==> src/rtl/ifu_fetch.sv <==
// Instruction fetch stage: owns the PC, issues one word read at a time to
// instruction memory, and holds each fetched word with its PC for decode.
// Redirects from execute override any in-flight fetch; stale responses are
// absorbed and discarded.
// Build option: IFU_MISALIGN_TRAP_EN enables a sticky trap state on a
// redirect to a non-word-aligned target.
module ifu_fetch #(
    parameter logic [31:0] RESET_PC = 32'h8000_0000
) (
    input  logic        clk,
    input  logic        rst,
    output logic        imem_req_valid,
    input  logic        imem_req_ready,
    output logic [31:0] imem_req_addr,
    input  logic        imem_rsp_valid,
    input  logic [31:0] imem_rsp_data,
    output logic        inst_valid,
    input  logic        inst_ready,
    output logic [31:0] inst,
    output logic [31:0] inst_pc,
    input  logic        redirect_valid,
    input  logic [31:0] redirect_pc,
    output logic        fetch_err
);

`ifdef IFU_MISALIGN_TRAP_EN
    typedef enum logic [2:0] {S_REQ, S_WAIT, S_HOLD, S_DROP, S_ERR} state_t;
`else
    typedef enum logic [2:0] {S_REQ, S_WAIT, S_HOLD, S_DROP} state_t;
`endif

    state_t      state, state_nxt;
    logic [31:0] pc, pc_nxt;
    logic [31:0] redir_tgt;
    logic        capture;

`ifdef IFU_MISALIGN_TRAP_EN
    logic bad_redir;
    // Target is kept verbatim so the trap state reports the offending PC.
    assign redir_tgt = redirect_pc;
    assign bad_redir = redirect_pc[1:0] != 2'b00;
    assign fetch_err = (state == S_ERR);
`else
    // Low bits are dropped: fetch is always word aligned.
    assign redir_tgt = redirect_pc & ~32'h3;
    assign fetch_err = 1'b0;
`endif

    // All handshake outputs decode straight from the state register.
    assign imem_req_valid = (state == S_REQ);
    assign imem_req_addr  = pc;
    assign inst_valid     = (state == S_HOLD);

    // A response is only kept when no redirect arrives in the same cycle.
    assign capture = (state == S_WAIT) && imem_rsp_valid && !redirect_valid;

    // Next-state and next-PC; redirect overrides every normal transition.
    always_comb begin
        state_nxt = state;
        pc_nxt    = pc;
        case (state)
            S_REQ:   if (imem_req_ready) state_nxt = S_WAIT;
            S_WAIT:  if (imem_rsp_valid) state_nxt = S_HOLD;
            S_HOLD:  if (inst_ready) begin
                         pc_nxt    = pc + 32'd4;
                         state_nxt = S_REQ;
                     end
            S_DROP:  if (imem_rsp_valid) state_nxt = S_REQ;
            default: state_nxt = state;
        endcase

`ifdef IFU_MISALIGN_TRAP_EN
        if (redirect_valid && state != S_ERR) begin
`else
        if (redirect_valid) begin
`endif
            pc_nxt = redir_tgt;
            case (state)
                // Accepted this cycle means a response is now owed: go absorb it.
                S_REQ:   state_nxt = imem_req_ready ? S_DROP : S_REQ;
                S_WAIT:  state_nxt = imem_rsp_valid ? S_REQ : S_DROP;
                S_HOLD:  state_nxt = S_REQ;
                // A stale response landing with the redirect is already absorbed.
                S_DROP:  state_nxt = imem_rsp_valid ? S_REQ : S_DROP;
                default: state_nxt = state;
            endcase
`ifdef IFU_MISALIGN_TRAP_EN
            // Any outstanding response is silently swallowed in S_ERR.
            if (bad_redir) state_nxt = S_ERR;
`endif
        end
    end

    // State, PC and the instruction holding register.
    always_ff @(posedge clk) begin
        if (rst) begin
            state   <= S_REQ;
            pc      <= RESET_PC;
            inst    <= 32'h0;
            inst_pc <= 32'h0;
        end else begin
            state <= state_nxt;
            pc    <= pc_nxt;
            if (capture) begin
                inst    <= imem_rsp_data;
                inst_pc <= pc;
            end
        end
    end

endmodule

==> config.mk <==
export PLATFORM = sky130hd
export DESIGN_NAME = ifu_fetch
export DESIGN_NICKNAME = d
export VERILOG_FILES = /design/src/rtl/ifu_fetch.sv
export SDC_FILE = /design/constraint.sdc
export NUM_CORES = 1
export LEC_CHECK = 0
export ABC_AREA = 1
export CAP_MARGIN = 20
export CORE_MARGIN = 2
export CORE_UTILIZATION = 45
export DETAILED_ROUTE_END_ITERATION = 12
export PLACE_DENSITY = 0.84
export SLEW_MARGIN = 20
export SYNTH_ARGS = -nofsm -noshare
export SYNTH_HDL_FRONTEND = slang
export SYNTH_SLANG_ARGS = --single-unit
==> constraint.sdc <==
create_clock -name clk -period 1.8 [get_ports clk]
set_clock_uncertainty 0.1 [all_clocks]
set_input_delay 0.36 -clock clk [delete_from_list [all_inputs] [get_ports clk]]
set_output_delay 0.36 -clock clk [all_outputs]
set_load 0.01 [all_outputs]
### Cell outlines without signal wires

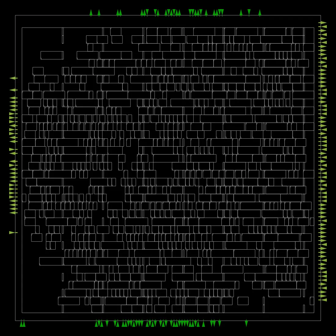
flop count: 94
Filler Cells Inserted: 863
post-route insts no fill: 975

### Gate families picked out

Bar = 20 um.
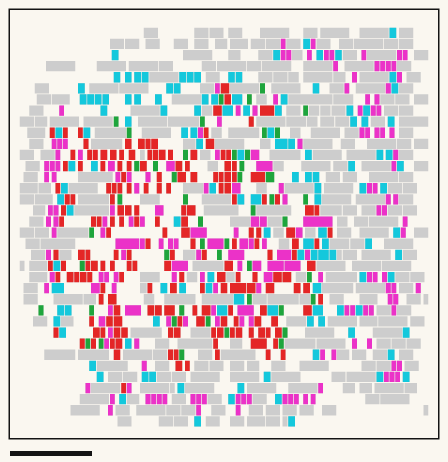
[aoi and oai cells] cyan | cells: 126 | where: all over the die
[nor cells] magenta | cells: 178 | where: all over the die
[nand cells] red | cells: 187
[inv cells] green | cells: 47

==> results_slide.txt <==
Synthesis and Place & Route Summary

Placed design
  • Placed inst area: approximately 6400 um^2
  • I/O Buffers: roughly 160
  • Placer Congestion: around 0.94
  • HPWL after DPL: around 11000 um
  • DP Cell Count: 959

Synth
  • Synth Warn #: 0
  • Cell Area, Synth: 4579 um^2
  • Post-Synthesis Cells: roughly 670
  • Register area share after synthesis: 0.4109
  • Mean Syn Cell Area: 6.794 um^2
  • Yosys chip area: between 4000 and 5000 um^2
  • Cells in synth_stat.txt: roughly 670
  • Yosys top cell by area: dfxtp_1
  • Top cells, area: dfxtp_1 41%, nor2_1 13%, nand2_1 9.5%
  • Post-synth regs: approximately 94
  • Post-synth top area share: 0.4109
  • Cell Type Count: 36

Worst setup path
  • CP Cell Sequence: clkdlybuf4s50_1
  • Worst-path fanout max: 4
  • Startpoint types: flip-flop
  • Worst endpoint data arrival time: 1.31 ns
  • R2R cell count: 9
  • Slowest Stage Delay on Critical Path: 0.55 ns
  • RR Endpoint: imem_req_addr[20]
  • CP max-delay cell: clkdlybuf4s50_1
  • Crit Reg-Reg Startpoint: imem_req_addr[2]
  • Largest delay contributor family on the critical path: buffers and inverters
  • Critical path required time: ~1.3 ns
  • CP endpoint kind: output port
  • Flop-to-flop setup slack: approximately 0.17 ns
  • Buffers & Inverters on Critical Path: 1
  • Type of the worst setup path: flip-flop to output port

Finish
  • Fin area: about 6700 um^2
  • Highest-count logic cell in the final layout: nor2_1
  • Most frequent cells in the layout: 153 x nor2_1, 135 x clkdlybuf4s50_1, 115 x nand2_1
  • Final Util: 0.6808
  • Ratio of cells with drive above 1 in the final layout: 0.1259
  • Number of diodes: 0
  • P&R area growth vs syn: 45.98%
  • Layout Nets: about 910

Die
  • Chip footprint: between 10000 and 15000 um^2
  • Horiz. Die Dim: 104.9 um
  • Core Rows: 36
  • IO Count: approximately 170
  • Die Height: 104.9 um
  • Core Area: slightly below 10000 um^2
  • Fp util: 0.4664

Global routing
  • Tot GR Track Use: 0.2734
  • Global-route wire length before repair: between 20000 and 25000 um
  • Global route overflow: 0
  • Vias in the first global route: slightly below 5k
  • Largest net degree at the start of global routing: 41
  • Initial antenna violation count: 0

Final timing
  • F_max: approximately 570 MHz
  • Minimum clock period: between 1.5 and 2 ns
  • RSZ-0062 raised after global routing: no
  • Crit share post-route: 0.9822
  • Final hold vios: 0
  • # setup viols final: 0
  • Pins Over Slew Limit: 0

CTS
  • H-Tree Depth: 3
  • Clk sink count: 94
  • Clock buffer depth: 2
  • Total CTS buffers: 9
  • Number of post-CTS setup repair buffers: 0
  • Clk slew on worst S/H paths: approximately 0.090 ns
  • Root Driver: clkbuf_8
  • Cts hold-fix bufs: 0
  • Clk_lat worst skew: between 0.3 and 0.4 ns
  • CTS tree: built

Hold path
  • Hold wc startpoint: inst[22]
  • Worst min path class: flip-flop to flip-flop
  • Hold path cells: 2
  • Endpoint, Worst Hold: inst[22]

Outcome
  • Status: completed

Power and ir drop
  • Power Density: between 600 and 700 nW/um^2
  • Clock power frac: 0.308
  • VDD IR max: about 0.38 mV
  • Net Sw Frac: 0.2763
  • Internal power: ~0.0033 W
  • Sequential share of power: 0.508
  • Comb power frac: 0.184
  • Sw power: about 0.0012 W
  • Leakage power: approximately 2.7 nW

Drt
  • DR pass1 iterations: 6
  • Antenna viol nets, final: 0
  • Via density per instance: between 5 and 6
  • WL final: 14890 um
  • WL/cell: approximately 15 um
  • Via count: 5120
  • DR iter-0 viols: 253
  • DRC Markers: 0

Run
  • Tool warning count: 28
  • Max cap viols: 0
### Wire density map

21 x 21 tiles, from black (low) to pale yellow (high), scaled to the fullest tile. Values are wire area over tile area, all layers added.
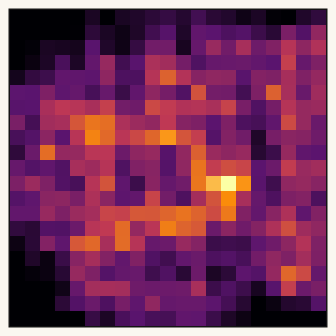
nearly empty tiles: 8.2%
densest ninth of the die: center
fullest tile: 0.73
tiles over half the peak: 13%
emptiest ninth of the die: upper left

## flip-flops by register name, indices dropped and copies added (netlist names)
| name | flops |
|---|---|
| inst | 32 |
| imem_req_addr | 30 |
| state | 2 |
| inst_pc | 30 |
## cells in the mapped netlist
library cell,n
a21oi_1,40
inv_4,1
conb_1,1
nor2_2,10
clkbuf_1,17
nor2_4,7
o211ai_1,6
nand2_4,2
inv_1,42
inv_2,3
nand3_2,2
buf_6,1
nand3_1,47
and2_1,1
dfxtp_1,94
a211oi_1,2
a221oi_1,1
nand4_1,10
nor2_1,154
a31oi_1,2
buf_2,10
nor3_1,4
nand2_1,116
nand3b_1,1
o21ai_0,72
o21ai_1,1
nor3_4,1
nand2_2,9
buf_4,10
a21oi_2,1
nor3_2,1
clkinv_1,1
nor2_8,1
ha_1,1
a22oi_1,1
o21a_1,1
## metrics by stage
step	hold slack [ns]	setup TNS (ns)	total power [W]	setup WS, ns
after CTS	0.3926	0	0.004525	0.003735
final	0.3892	0	0.004491	0.03204
after detailed placement	0.3722	-9.339	0.003162	-0.2956
after global routing	0.4082	0	0.004686	0.001843
after global placement	0.3631	-7.174	0.003137	-0.2634
after floorplan	0.4100	0	0.002682	0.2285
## what timing repair did
action	in CTS	in global routing
pin swaps	0	0
gates resized	41	22
setup endpoints to repair	31	33
## worst max path at each step
stage / start / to / slack (ns) / depth (start not counted)
after CTS: imem_req_addr[7] / imem_req_addr[7] / 0.004 / 1
after floorplan: imem_req_addr[3] / imem_req_addr[20] / 0.23 / 8
final: imem_req_addr[20] / imem_req_addr[20] / 0.03 / 1
after detailed placement: inst_ready / imem_req_addr[29] / -0.30 / 8
after global routing: inst[14] / inst[14] / 0.002 / 1
after global placement: redirect_valid / imem_req_addr[15] / -0.26 / 6
## layer usage
layer | track usage | wire (um) | vias up
li1 | - | - | 2502
met1 | 0.3306 | 6192 | 2346
met2 | 0.4763 | 7288 | 246
met3 | 0.05864 | 1079 | 26
met4 | 0.09905 | 332 | 0
met5 | 0 | 0 | -
## area by class of cell
cell class	count	area (um^2)	area share
Tap cell	133	166.4	0.02489
Sequential cell	94	1931	0.2888
Timing Repair Buffer	186	1867	0.2792
Clock inverter	5	60.06	0.008984
Inverter	47	178.9	0.02676
Multi-Input combinational cell	499	2351	0.3517
Clock buffer	11	131.4	0.01965
## cell families after synthesis
logic type,Yosys count,share of synthesized area
AND-OR/OR-AND,127,0.1464
other,1,0.0008189
AND/OR/NAND/NOR,366,0.3563
flip-flops,94,0.4109
adder cells (fa/ha/maj),1,0.002732
buffers and inverters,85,0.08279
## power groups by stage
stage / clock [W] / sequential (W) / combinational [W]
final: 0.00138 / 0.00228 / 0.000824
after global routing: 0.00149 / 0.00230 / 0.000899
after CTS: 0.00142 / 0.00228 / 0.000823
after detailed placement: 0 / 0.00233 / 0.000835
after global placement: 0 / 0.00232 / 0.000815
after floorplan: 0 / 0.00235 / 0.000334
Power and IR drop assume default switching activity.
